File: config.mk
export PLATFORM = sky130hd
export DESIGN_NAME = alu_cmd_sequencer
export DESIGN_NICKNAME = d
export VERILOG_FILES = /design/src/rtl/alu_cmd_sequencer.sv
export SDC_FILE = /design/constraint.sdc
export NUM_CORES = 1
export LEC_CHECK = 0
export ABC_AREA = 1
export CAP_MARGIN = 20
export CELL_PAD_IN_SITES_DETAIL_PLACEMENT = 1
export CELL_PAD_IN_SITES_GLOBAL_PLACEMENT = 1
export CORE_AREA = 2 2 67 69
export DETAILED_ROUTE_END_ITERATION = 8
export DIE_AREA = 0 0 69 71
export PLACE_DENSITY = 0.77
export SYNTH_ARGS = -nofsm -noshare
export SYNTH_HDL_FRONTEND = slang
export SYNTH_SLANG_ARGS = --single-unit
File: constraint.sdc
create_clock -name clk -period 2.65 [get_ports clk]
set_clock_uncertainty 0.1 [all_clocks]
set_input_delay 0.53 -clock clk [delete_from_list [all_inputs] [get_ports clk]]
set_output_delay 0.53 -clock clk [all_outputs]
set_load 0.02 [all_outputs]
File: src/rtl/alu_cmd_sequencer.sv
// alu_cmd_sequencer: accepts PUSH / COMPUTE commands, drives a result
// queue (PUSH, POP2_PUSH, CLEAR) and an external ALU (req/sync handshake),
// tracks queue occupancy and keeps a sticky error code.
// Optional feature: define ALU_SEQ_TIMEOUT_EN to abort a WAIT_SYNC that
// sees no alu_sync within TIMEOUT cycles (err=11, count unchanged).
module alu_cmd_sequencer #(
  parameter int DEPTH   = 8,
  parameter int TIMEOUT = 15
) (
  input  logic       clk,
  input  logic       rst,
  input  logic       cmd_valid,
  output logic       cmd_ready,
  input  logic       cmd_type,
  input  logic [7:0] cmd_data,
  input  logic [2:0] cmd_alu_op,
  output logic [1:0] q_opcode,
  output logic [7:0] q_back,
  output logic       q_strobe,
  output logic [2:0] alu_opcode,
  output logic       alu_req,
  input  logic [7:0] alu_result,
  input  logic       alu_sync,
  output logic [3:0] count,
  output logic       busy,
  output logic [1:0] err
);

  typedef enum logic [2:0] {
    S_IDLE,
    S_PUSH,
    S_ISSUE,
    S_WAIT_SYNC,
    S_WRITE
  } state_t;

  localparam logic [3:0] DEPTH_C  = 4'(DEPTH);
  localparam logic [1:0] OP_NOP   = 2'b00;
  localparam logic [1:0] OP_PUSH  = 2'b01;
  localparam logic [1:0] OP_POP2  = 2'b10;
  localparam logic [1:0] OP_CLEAR = 2'b11;
  localparam logic [1:0] ERR_NONE = 2'b00;
  localparam logic [1:0] ERR_UNF  = 2'b01;
  localparam logic [1:0] ERR_OVF  = 2'b10;
  localparam logic [1:0] ERR_TMO  = 2'b11;

  state_t     state_q, state_d;
  logic [3:0] count_q, count_d;
  logic [1:0] err_q, err_d;
  logic [2:0] alu_opcode_q, alu_opcode_d;
  // Set when the PUSH state is carrying a CLEAR rather than a literal push.
  logic       clr_q, clr_d;
  // Holds the literal to push, or the ALU result to write back.
  logic [7:0] data_q, data_d;
`ifdef ALU_SEQ_TIMEOUT_EN
  localparam logic [7:0] TMO_LAST = 8'(TIMEOUT - 1);
  logic [7:0] tmo_q, tmo_d;
`endif

  assign count      = count_q;
  assign err        = err_q;
  assign alu_opcode = alu_opcode_q;

  // Next-state, register updates and decoded outputs of the command FSM.
  always_comb begin
    state_d      = state_q;
    count_d      = count_q;
    err_d        = err_q;
    alu_opcode_d = alu_opcode_q;
    clr_d        = clr_q;
    data_d       = data_q;
`ifdef ALU_SEQ_TIMEOUT_EN
    tmo_d        = tmo_q;
`endif
    cmd_ready    = (state_q == S_IDLE);
    busy         = (state_q != S_IDLE);
    q_strobe     = 1'b0;
    q_opcode     = OP_NOP;
    q_back       = 8'd0;
    alu_req      = 1'b0;

    case (state_q)
      S_IDLE: begin
        if (cmd_valid) begin
          if (!cmd_type) begin
            if (count_q < DEPTH_C) begin
              state_d = S_PUSH;
              clr_d   = 1'b0;
              data_d  = cmd_data;
            end else begin
              err_d = ERR_OVF;
            end
          end else if (cmd_alu_op == 3'd7) begin
            state_d = S_PUSH;
            clr_d   = 1'b1;
          end else if (count_q < 4'd2) begin
            err_d = ERR_UNF;
          end else begin
            state_d      = S_ISSUE;
            alu_opcode_d = cmd_alu_op;
          end
        end
      end
      S_PUSH: begin
        q_strobe = 1'b1;
        state_d  = S_IDLE;
        if (clr_q) begin
          q_opcode = OP_CLEAR;
          count_d  = 4'd0;
          err_d    = ERR_NONE;
        end else begin
          q_opcode = OP_PUSH;
          q_back   = data_q;
          count_d  = count_q + 4'd1;
        end
      end
      S_ISSUE: begin
        alu_req = 1'b1;
        state_d = S_WAIT_SYNC;
`ifdef ALU_SEQ_TIMEOUT_EN
        tmo_d   = 8'd0;
`endif
      end
      S_WAIT_SYNC: begin
        if (alu_sync) begin
          data_d  = alu_result;
          state_d = S_WRITE;
        end
`ifdef ALU_SEQ_TIMEOUT_EN
        else if (tmo_q == TMO_LAST) begin
          state_d = S_IDLE;
          err_d   = ERR_TMO;
        end else begin
          tmo_d = tmo_q + 8'd1;
        end
`endif
      end
      S_WRITE: begin
        q_strobe = 1'b1;
        q_opcode = OP_POP2;
        q_back   = data_q;
        count_d  = count_q - 4'd1;
        state_d  = S_IDLE;
      end
      default: state_d = S_IDLE;
    endcase
  end

  // Control state register with synchronous reset.
  always_ff @(posedge clk) begin
    if (rst) begin
      state_q      <= S_IDLE;
      count_q      <= 4'd0;
      err_q        <= ERR_NONE;
      alu_opcode_q <= 3'd0;
      clr_q        <= 1'b0;
`ifdef ALU_SEQ_TIMEOUT_EN
      tmo_q        <= 8'd0;
`endif
    end else begin
      state_q      <= state_d;
      count_q      <= count_d;
      err_q        <= err_d;
      alu_opcode_q <= alu_opcode_d;
      clr_q        <= clr_d;
`ifdef ALU_SEQ_TIMEOUT_EN
      tmo_q        <= tmo_d;
`endif
    end
  end

  // Data holding register; never observed outside a strobe, so no reset.
  always_ff @(posedge clk) begin
    data_q <= data_d;
  end

endmodule
==> changes_impl.md <==
## Flow update

- Final Max Tran Viols: 0
- Core Area: 0.00420 mm²
- Placed Cells: 265
- Crit start category: flop
- Critical path peak fanout: 5
- Synth async-reset ratio: 0%
- CP max stage cell: clkdlybuf4s50_1
- Sw Ratio: 31.8%
- Post-detail-place hpwl: 2630 µm
- Average size of a mapped cell: 7.19 µm²
- Fillers: 538
- Htree depth: 1
- Ant diodes: 0
- Layout net count: 244
- Layout Cells excl Fill: 269
- Clock network power share: 26.2%
- Combinational gate area: 588 µm²
- Die X: 69 µm
- Avg Vias per Cell: 4.51
- Seq/total area: 27.9%
- Die y size: 71 µm
- TritonCTS clock tree: yes
- AND-OR/OR-AND share of the synthesized area: 9.32%
- Psw: 0.272 mW
- Congestion Overflow GR: 0
- Post-synth top area cell: dfxtp_1
- Routed length per instance: 12.4 µm
- Crit-path cells: inv_1 -> nand3_1 -> inv_2 -> nor2_1 -> nor2_1 -> clkdlybuf4s50_1
- DRT iter0 DRCs: 29
- IO Pins: 47
- DR DRC count: 0
- Cts repair resizes: 0
- RSZ-0062 raised after global routing: no
- Leading cell kind: combinational gates
- Part of the cycle the worst path needs: 94.0%
- Cell family with most CP delay: buffers and inverters
- Total negative slack: 0 ns
- Syn. warnings: 0
- Max incr delay on CP: 0.60 ns
- Top Consumer: registers
- Yosys top cell area share: 21.5%
- Tool warning count: 27
- Outcome: completed
- Register area share after synthesis: 41.4%
- CTS root buffer: clkbuf_8
- Simple-Gate Fraction of Synth Area: 35.4%
- Post-synthesis cell type count: 27
- EDFF count, synth: 8
- Dominant register cell: dfxtp_1
- Post-Syn Instances: 168
- CP required: 2.02 ns
- DIE AREA: 0.00490 mm²
- Storage cell area: 500 µm²
- Worst VDD drop: 0.000155 V
- Via count: 1213
- Buffering overhead: 27.2%
- Mux share: 0%
- Pin slew with the least headroom to its limit: 0.312 ns
- Setup Viol. Count Final: 0
- Comb_multi_in: 116
- Final Hold Vio Count: 0
final timing paths:
check                     end  depth (start not counted)
setup / recovery  q_opcode[1]                          6
hold / removal         err[0]                          2
setup reg to reg    data_q[4]                          7
hold reg to reg        err[0]                          2
stage by stage:
step	util, %	hold WS [ns]	instance area, µm²
3_3_place_gp	41.0	0.377	1730
3_5_place_dp	41.0	0.380	1730
5_1_grt	42.7	0.423	1800
6_report	42.7	0.399	1800
4_1_cts	42.1	0.401	1770
2_1_floorplan	-	0.423	1210
sequential cells by signal, summed over array words and instances (netlist names):
register and cells:
alu_opcode 3, clr_q 1, count 4, data_q 8
err 2, state_q 3
routing by layer:
metal	vias up	routed length, µm	global-route usage [%]
met3	4	63	1.71
met1	567	1500	16.3
met2	17	1720	26.2
li1	625	-	-
met4	0	60	5.88
met5	-	0	0
### Cell sizes after repair

Scale: 6 px per µm.
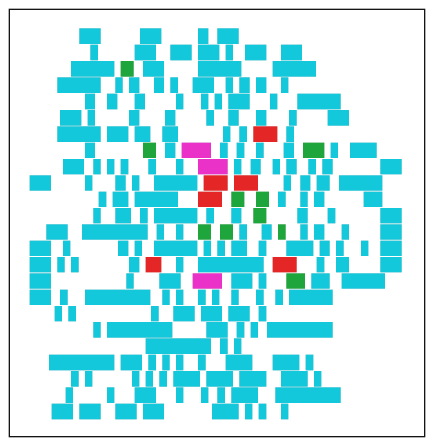
drive 3 to 4 -> red  # cells 6, share 2.8%
drive 1 or less -> cyan  # cells 198, share 91%
drive 2 -> green  # cells 10, share 4.6%
drive 6 and up -> magenta  # cells 3, share 1.4%

### M2 wires

Scale: 4 px per µm. Cells faint in the background.
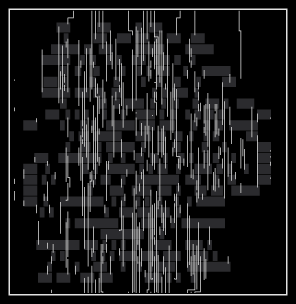
main direction = vertical
wire length on this layer = 1720 µm
nets with wire on the layer = 212
longest straight run = 25.8 µm
final WL: 3340 µm
met2 Use GR: 26.2%

Power is estimated from default activity; no workload was simulated.
